[src/rtl/pc_ctrl_pkg.sv]
// Shared definitions for the PC sequencing controller and the PC mux.
package pc_ctrl_pkg;

   localparam logic [1:0] PC_SRC_RESET       = 2'b00;
   localparam logic [1:0] PC_SRC_TRAP_RETURN = 2'b01;
   localparam logic [1:0] PC_SRC_TRAP_TAKEN  = 2'b10;
   localparam logic [1:0] PC_SRC_OPERATING   = 2'b11;

   typedef enum logic [1:0] {
      ST_BOOT,
      ST_RUN,
      ST_TRAP,
      ST_TRET
   } state_e;

   typedef enum logic {
      CAUSE_CSR        = 1'b0,
      CAUSE_MISALIGNED = 1'b1
   } trap_cause_e;

   function automatic logic [1:0] pc_src_of(input state_e st);
      case (st)
         ST_BOOT: pc_src_of = PC_SRC_RESET;
         ST_RUN:  pc_src_of = PC_SRC_OPERATING;
         ST_TRAP: pc_src_of = PC_SRC_TRAP_TAKEN;
         default: pc_src_of = PC_SRC_TRAP_RETURN;
      endcase
   endfunction

endpackage

[src/rtl/pc_ctrl.sv]
// Program-counter sequencer: owns the PC, selects the PC-mux source and
// arbitrates traps, mret, stalls and fetch acknowledge.
module pc_ctrl
   import pc_ctrl_pkg::*;
#(
   parameter logic [31:0] RESET_PC = 32'h00000000
) (
   input  logic        clk_in,
   input  logic        rst_in,
   input  logic [31:0] pc_mux_in,
   input  logic        misaligned_instr_in,
   input  logic        trap_req_in,
   input  logic        mret_in,
   input  logic        stall_in,
   input  logic        i_ack_in,
   output logic [1:0]  pc_src_out,
   output logic [31:0] pc_out,
   output logic        i_req_out,
   output logic [31:0] epc_out,
   output logic        trap_taken_out,
   output logic        trap_cause_out,
   output logic        flush_out
);

   state_e      state_q, state_d;
   logic [31:0] pc_q, pc_d;
   logic [31:0] epc_q, epc_d;
   logic        cause_q, cause_d;
   logic        taken_q, taken_d;
   logic        flush_q, flush_d;
   logic        i_req_q, i_req_d;
   logic [1:0]  pc_src_q, pc_src_d;

   always_comb begin
      state_d = state_q;
      pc_d    = pc_q;
      epc_d   = epc_q;
      cause_d = cause_q;
      taken_d = 1'b0;
      case (state_q)
         ST_BOOT: begin
            pc_d    = pc_mux_in;
            state_d = ST_RUN;
         end
         ST_RUN: begin
            // A misaligned target traps before it can ever reach the PC.
            if (trap_req_in) begin
               epc_d   = pc_q;
               cause_d = CAUSE_CSR;
               taken_d = 1'b1;
               state_d = ST_TRAP;
            end else if (misaligned_instr_in && i_ack_in && !stall_in) begin
               epc_d   = pc_q;
               cause_d = CAUSE_MISALIGNED;
               taken_d = 1'b1;
               state_d = ST_TRAP;
            end else if (mret_in) begin
               state_d = ST_TRET;
            end else if (!stall_in && i_ack_in) begin
               pc_d = pc_mux_in;
            end
         end
         ST_TRAP, ST_TRET: begin
            pc_d    = pc_mux_in;
            state_d = ST_RUN;
         end
         default: state_d = ST_BOOT;
      endcase
      // Outputs are registered, so they are decoded from the next state.
      pc_src_d = pc_src_of(state_d);
      i_req_d  = (state_d == ST_RUN);
      flush_d  = (state_d == ST_TRAP) || (state_d == ST_TRET);
   end

   always_ff @(posedge clk_in) begin
      if (rst_in) begin
         state_q  <= ST_BOOT;
         pc_q     <= RESET_PC;
         epc_q    <= '0;
         cause_q  <= 1'b0;
         taken_q  <= 1'b0;
         flush_q  <= 1'b0;
         i_req_q  <= 1'b0;
         pc_src_q <= PC_SRC_RESET;
      end else begin
         state_q  <= state_d;
         pc_q     <= pc_d;
         epc_q    <= epc_d;
         cause_q  <= cause_d;
         taken_q  <= taken_d;
         flush_q  <= flush_d;
         i_req_q  <= i_req_d;
         pc_src_q <= pc_src_d;
      end
   end

   assign pc_src_out     = pc_src_q;
   assign pc_out         = pc_q;
   assign i_req_out      = i_req_q;
   assign epc_out        = epc_q;
   assign trap_taken_out = taken_q;
   assign trap_cause_out = cause_q;
   assign flush_out      = flush_q;

endmodule
[config.mk]
export PLATFORM = sky130hd
export DESIGN_NAME = pc_ctrl
export DESIGN_NICKNAME = d
export VERILOG_FILES = /design/src/rtl/pc_ctrl_pkg.sv /design/src/rtl/pc_ctrl.sv
export SDC_FILE = /design/constraint.sdc
export NUM_CORES = 1
export LEC_CHECK = 0
export CAP_MARGIN = 20
export CORE_UTILIZATION = 30
export DETAILED_ROUTE_END_ITERATION = 10
export PLACE_DENSITY = 0.64
export SLEW_MARGIN = 30
export SYNTH_ARGS = -nofsm -noshare
export SYNTH_HDL_FRONTEND = slang
export SYNTH_SLANG_ARGS = --single-unit
[constraint.sdc]
create_clock -name clk_in -period 1.3 [get_ports clk_in]
set_input_delay 0.26 -clock clk_in [delete_from_list [all_inputs] [get_ports clk_in]]
set_output_delay 0.26 -clock clk_in [all_outputs]
set_load 0.02 [all_outputs]
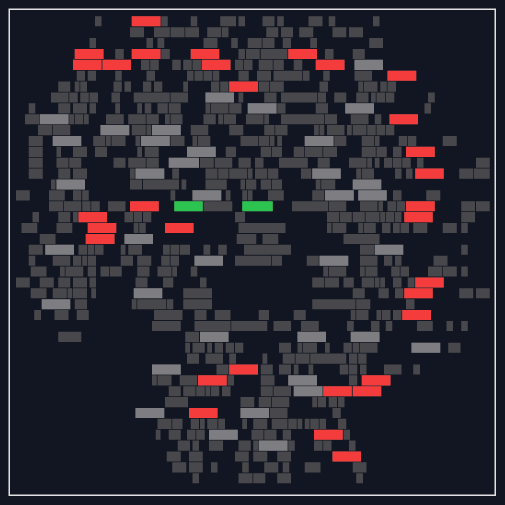
*Register map, names as in the netlist*
Scale: 4 px per micron. Other sequential cells in the stronger grey, the rest of the logic in the fainter grey.
legend:
  green:
    netlist_name: pc_src_out
    placed_flops: 2
  red:
    netlist_name: epc_out
    placed_flops: 32
    where: widely spread
not coloured: 37

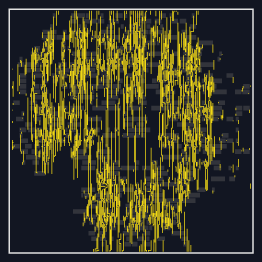
*M2 wires*
Scale: 2 px per micron.
main direction: vertical
longest straight run: 48.4 microns
nets with wire on the layer: 530
share of all routed wire: 48%
wire length on this layer: 7,140 microns

==> results.tsv <==
stage	metric	value	unit
clocking	post-cts-setup-buffers	0	
floorplan	fp.dieH	121	microns
clocking	htree_levels	3	
routing	wl_met1	6.37	mm
routing	drtAntennaViolNets	0	
routing	drt_iter0_drc	354	
routing	first_pass_iters	5	
layout	drive_above_1_share	20.9	%
floorplan	core_area	13900	sq um
layout	antennaDiodeCount	0	
final_timing	clock-skew-final	4.84	ps
grt	antenna_found_initial	0	
power	p_total	6.70	mW
critical_path	cp-start-kind	register	
critical_path	critical_path.max_fanout	3	
synth	synth.area.top_cells	dfxtp_1 33%, nand4_1 14%, mux2i_1 7.5%, and4bb_1 6.8%, a32oi_1 6.6%	
grt	overflow	0	
critical_path	critPathLaunch	pc_out[20]	
grt	grtUsageMet1	25.3	%
synth	yosys-stat-area	4260	sq um
synth	synthAoiAreaFrac	7.40	%
synth	syn_inst	485	
final_timing	max_freq	0.772	GHz
synth	top_area_cell	dfxtp_1	
synth	synthTopLogicFamily	simple AND/OR/NAND/NOR gates	
layout	final_util	41.7	%
run_status	status	finished, final reports clean	
synth	ys_top_cells_by_count	96 x nand4_1, 71 x dfxtp_1, 64 x nand2_1	
final_timing	slew_viol_final	0	
synth	syn-cell-area	4260	sq um
critical_path	r2r_end	pc_out[1]	
layout	multiInputGateArea	2470	sq um
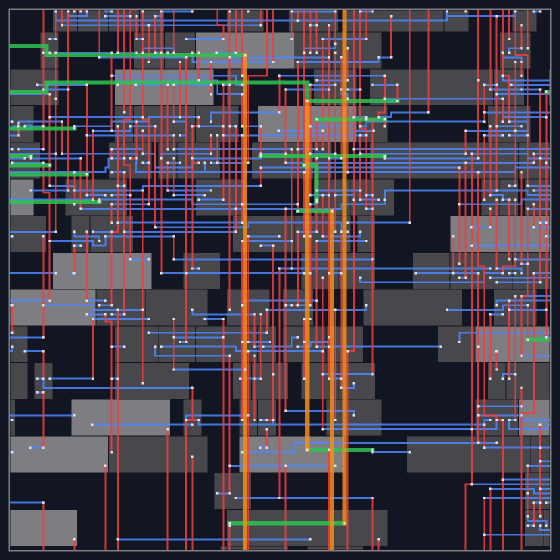
*Zoomed window*
Region (41, 65) to (81, 105) microns. Cells in grey, sequential cells in the stronger grey; small squares are vias.
legend:
  green:
    layer: M3
  red:
    layer: M2
  orange:
    layer: M4
  blue:
    layer: M1
cells with their middle in the window: 97
sequential cells in the window: 11
netlist names of flops here include: pc_out (5), epc_out (2), pc_src_out (2)
most frequent: buf_4 (13), nand2_1 (11), dfxtp_1 (9)

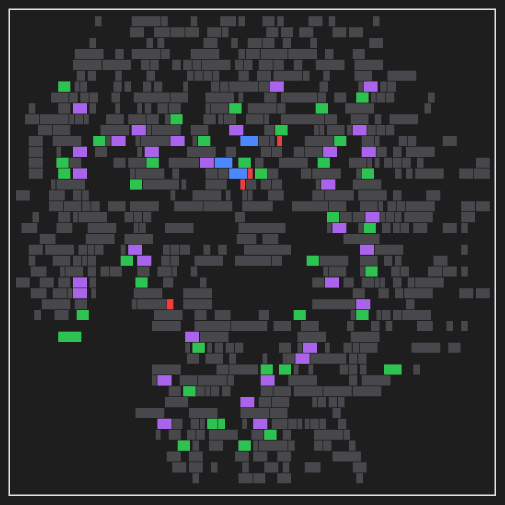
*Gate families picked out*
Scale: 4 px per micron.
legend:
  purple:
    family: mux cells
    cells: 32
  red:
    family: inv cells
    cells: 4
  green:
    family: aoi and oai cells
    cells: 37
  blue:
    family: fa/ha/maj cells
    cells: 3

power breakdown:
group	internal (mW)	switching [mW]	leakage, nW
Combinational	0.606	0.873	1.52
Sequential	2.36	0.153	0.584
Clock	1.69	1.02	0.149
Total	4.66	2.04	2.25
area by class of cell:
class                   instances  share of cell area, %
multi-input cells             341                   42.6
flip-flops and latches         71                   24.6
repair buffers                143                   23.0
clock buffers                  10                   3.96
well taps                     180                   3.89
clock inverters                 6                   1.60
inverters                       4                  0.281
sequential cells by signal, summed over array words and instances, names as in the netlist:
register	flops
pc_out	32
epc_out	32
state_q	1
flush_out	1
trap_taken_out	1
trap_cause_out	1
i_req_out	1
pc_src_out	2
Power and IR drop assume default switching activity.
